[config.mk]
export PLATFORM = sky130hd
export DESIGN_NAME = mem_access_stage
export DESIGN_NICKNAME = d
export VERILOG_FILES = /design/src/rtl/mem_access_stage.sv
export SDC_FILE = /design/constraint.sdc
export NUM_CORES = 1
export LEC_CHECK = 0
export CAP_MARGIN = 20
export CORE_AREA = 2 2 147 149
export DETAILED_ROUTE_END_ITERATION = 10
export DIE_AREA = 0 0 149 151
export GPL_ROUTABILITY_DRIVEN = 0
export PLACE_DENSITY = 0.7
export SYNTH_ARGS = -nofsm -noshare
export SYNTH_HDL_FRONTEND = slang
export SYNTH_SLANG_ARGS = --single-unit
export TNS_END_PERCENT = 5
[constraint.sdc]
create_clock -name clock -period 1.6 [get_ports clock]
set_input_delay 0.16 -clock clock [delete_from_list [all_inputs] [get_ports clock]]
set_output_delay 0.16 -clock clock [all_outputs]
set_load 0.01 [all_outputs]
[src/rtl/mem_access_stage.sv]
// mem_access_stage: MIPS MEM stage; EX/MEM results to MEM/WB, single-beat bus loads/stores with stall_request; MEM_ALIGN_CHECK_EN adds misalignment trapping via address_error
module mem_access_stage (
  input  logic        clock,
  input  logic        reset,
  input  logic        ex_register_write_enable,
  input  logic [4:0]  ex_register_write_address,
  input  logic [31:0] ex_register_write_data,
  input  logic        ex_register_hi_write_enable,
  input  logic [31:0] ex_register_hi_write_data,
  input  logic        ex_register_lo_write_enable,
  input  logic [31:0] ex_register_lo_write_data,
  input  logic [3:0]  ex_memory_operation,
  input  logic [31:0] ex_memory_address,
  input  logic [31:0] ex_memory_store_data,
  output logic        mem_register_write_enable,
  output logic [4:0]  mem_register_write_address,
  output logic [31:0] mem_register_write_data,
  output logic        mem_register_hi_write_enable,
  output logic [31:0] mem_register_hi_write_data,
  output logic        mem_register_lo_write_enable,
  output logic [31:0] mem_register_lo_write_data,
  output logic        stall_request,
  output logic        address_error,
  output logic        bus_request,
  output logic        bus_write_enable,
  output logic [31:0] bus_address,
  output logic [3:0]  bus_select,
  output logic [31:0] bus_write_data,
  input  logic [31:0] bus_read_data,
  input  logic        bus_ack
);
  localparam logic [3:0] OP_LB = 4'd1, OP_LBU = 4'd2, OP_LH = 4'd3, OP_LHU = 4'd4, OP_LW = 4'd5;
  localparam logic [3:0] OP_SB = 4'd6, OP_SH = 4'd7, OP_SW = 4'd8;
  typedef enum logic [1:0] {IDLE, ACCESS, DONE} state_t;
  state_t state, state_next;
  logic        is_load, is_store, is_byte, is_half, misaligned, start, gate;
  logic [1:0]  lane;
  logic [3:0]  select;
  logic [31:0] store_data, byte_shift, half_shift, extended, load_data;
  always_comb begin
    lane       = ex_memory_address[1:0];
    is_load    = ex_memory_operation >= OP_LB && ex_memory_operation <= OP_LW;
    is_store   = ex_memory_operation >= OP_SB && ex_memory_operation <= OP_SW;
    is_byte    = ex_memory_operation == OP_LB || ex_memory_operation == OP_LBU || ex_memory_operation == OP_SB;
    is_half    = ex_memory_operation == OP_LH || ex_memory_operation == OP_LHU || ex_memory_operation == OP_SH;
`ifdef MEM_ALIGN_CHECK_EN
    misaligned = (is_half && lane[0]) || ((ex_memory_operation == OP_LW || ex_memory_operation == OP_SW) && lane != 2'b00);
`else
    misaligned = 1'b0;
`endif
    select     = is_byte ? 4'b1000 >> lane : is_half ? (lane[1] ? 4'b0011 : 4'b1100) : 4'b1111;
    store_data = is_byte ? {4{ex_memory_store_data[7:0]}} : is_half ? {2{ex_memory_store_data[15:0]}} : ex_memory_store_data;
    byte_shift = bus_read_data >> {~lane, 3'b000};
    half_shift = bus_read_data >> {~lane[1], 4'b0000};
    extended   = ex_memory_operation == OP_LB  ? {{24{byte_shift[7]}}, byte_shift[7:0]} :
                 ex_memory_operation == OP_LBU ? {24'd0, byte_shift[7:0]} :
                 ex_memory_operation == OP_LH  ? {{16{half_shift[15]}}, half_shift[15:0]} :
                 ex_memory_operation == OP_LHU ? {16'd0, half_shift[15:0]} : bus_read_data;
    start         = state == IDLE && (is_load || is_store) && !misaligned;
    stall_request = start || state == ACCESS;
    address_error = state == IDLE && misaligned;
    state_next    = start ? ACCESS : state == ACCESS ? (bus_ack ? DONE : ACCESS) : IDLE;
    gate                         = stall_request || address_error;
    mem_register_write_enable    = ex_register_write_enable && !gate;
    mem_register_hi_write_enable = ex_register_hi_write_enable && !gate;
    mem_register_lo_write_enable = ex_register_lo_write_enable && !gate;
    mem_register_write_address   = ex_register_write_address;
    mem_register_write_data      = state == DONE && is_load ? load_data : ex_register_write_data;
    mem_register_hi_write_data   = ex_register_hi_write_data;
    mem_register_lo_write_data   = ex_register_lo_write_data;
  end
  always_ff @(posedge clock) begin
    if (reset) begin
      state            <= IDLE;
      bus_request      <= 1'b0;
      bus_write_enable <= 1'b0;
      bus_address      <= 32'd0;
      bus_select       <= 4'd0;
      bus_write_data   <= 32'd0;
      load_data        <= 32'd0;
    end else begin
      state <= state_next;
      if (start) begin
        bus_request      <= 1'b1;
        bus_write_enable <= is_store;
        bus_address      <= {ex_memory_address[31:2], 2'b00};
        bus_select       <= select;
        bus_write_data   <= store_data;
      end else if (state == ACCESS && bus_ack) begin
        bus_request <= 1'b0;
        load_data   <= extended;
      end
    end
  end
endmodule

Figure 1. Supply network.
Scale bar: 50 µm. Pins as bars on the die edge.
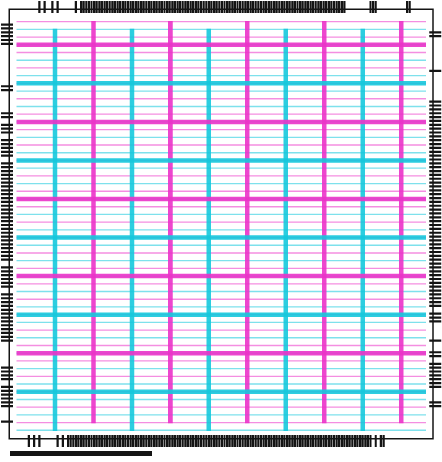
- magenta: VDD
- cyan: VSS
- rows: 53
- met4 straps: 10
- signal pins: 383
largest vdd supply drop: 0.4140 mV
x dimension of the die: 149 µm
Chip Height: 151 µm
floorplan core area: 20820 µm²

Figure 2. Placed cells, one colour a class.
Scale bar: 50 µm.
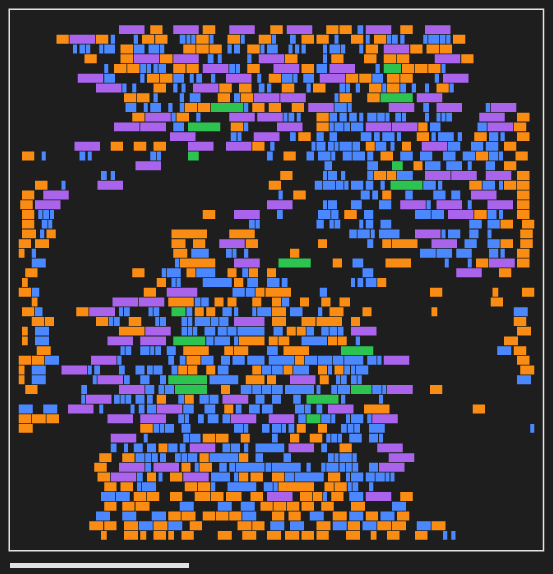
- green: clock drivers and dummy loads (cells 16; share of their area 3.6%)
- blue: all other logic (cells 525; share of their area 38%)
- purple: flip-flops (cells 102; share of their area 22%)
- orange: other buffers and delay cells (cells 326; share of their area 36%)
fraction of area in registers: 0.2159
final standard cell area without fillers: 9492 µm²

Figure 3. Routed clock nets over the placement.
Scale bar: 50 µm.
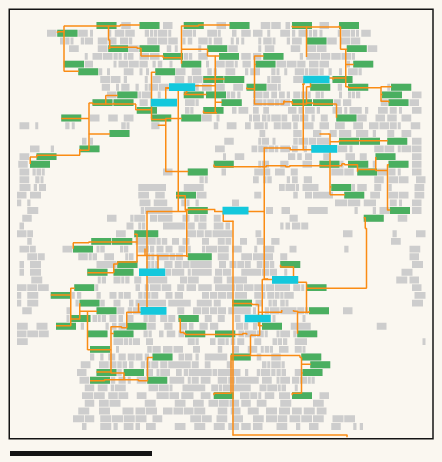
- orange: clock wires (length 1510 µm)
- green: flip-flops (count 102)
- cyan: cells driving clock nets (count 9)
- flops lie: spread over the die
clk ins delay skew pair: 0.36 ns
power in the clock group: 2430 µW

Figure 4. Metal layers overlaid.
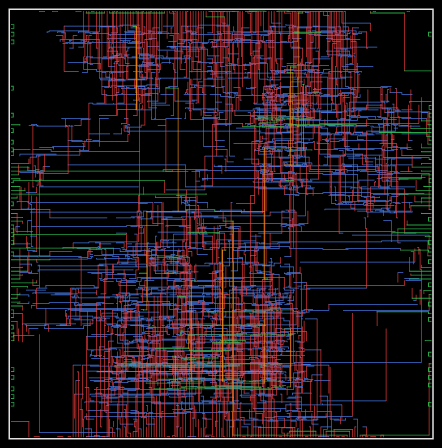
- red: met2 (wire length 10600 µm)
- blue: met1 (wire length 9620 µm)
- green: met3 (wire length 1730 µm)
- orange: met4 (wire length 494 µm)
GR Util All Layers: 0.1917
via count: 6219

Figure 5. Congestion heat map.
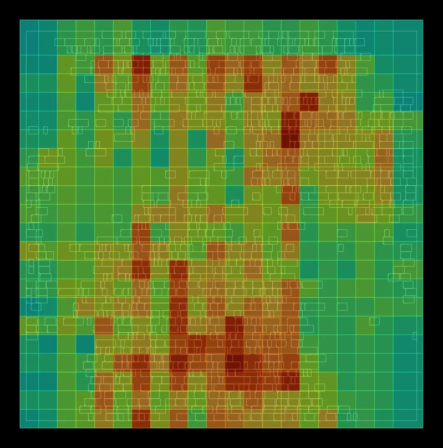
met2 usage: 0.2984
grt met1 use: 0.2579

==> run notes <==
Of all nets on the critical path, the largest fanout is 7. The share of the synthesized area in the top cell type is 0.3286, and the smallest setup slack after layout is -0.1897 ns. The timing report gives the biggest stage delay along the critical path as 0.40 ns.

Per the area breakdown, the dominant cell category is logic gates. The non-filler instance count after layout came out at 1245. At the worst endpoint, the required time is 1.44 ns. The most critical setup path has its startpoint at state[0]. The most common logic cells in the final layout are clkdlybuf4s50_1 (198), dfxtp_1 (100), nand2_1 (96), nor2_1 (67), buf_4 (62). The run gives 6215 µm² as the netlist area before placement. The count of distinct cell types in the synthesized netlist is 53, and the HPWL after detailed placement is 16.44 mm.

By area, the combinational part of the netlist is dominated by AND-OR/OR-AND gates. The final reports fail on setup timing. The fraction of area in non-clock buffers came out at 0.3430. Buffer depth of the longest clock path: 2.

The cell family with the largest share of critical-path delay was flip-flops. Per the STA report, the cell with the highest stage delay on the worst path is dfxtp_4. The mux share of post-synthesis cell area works out to 0.1180. For this run, the post-layout net count is 1171.

The run finished, with violations left. The total of endpoints with negative setup slack in the final report was 38; the cell depth of the worst flop-to-flop path was 7.
Power figures rest on the tool's default switching activity, not on a simulated workload.
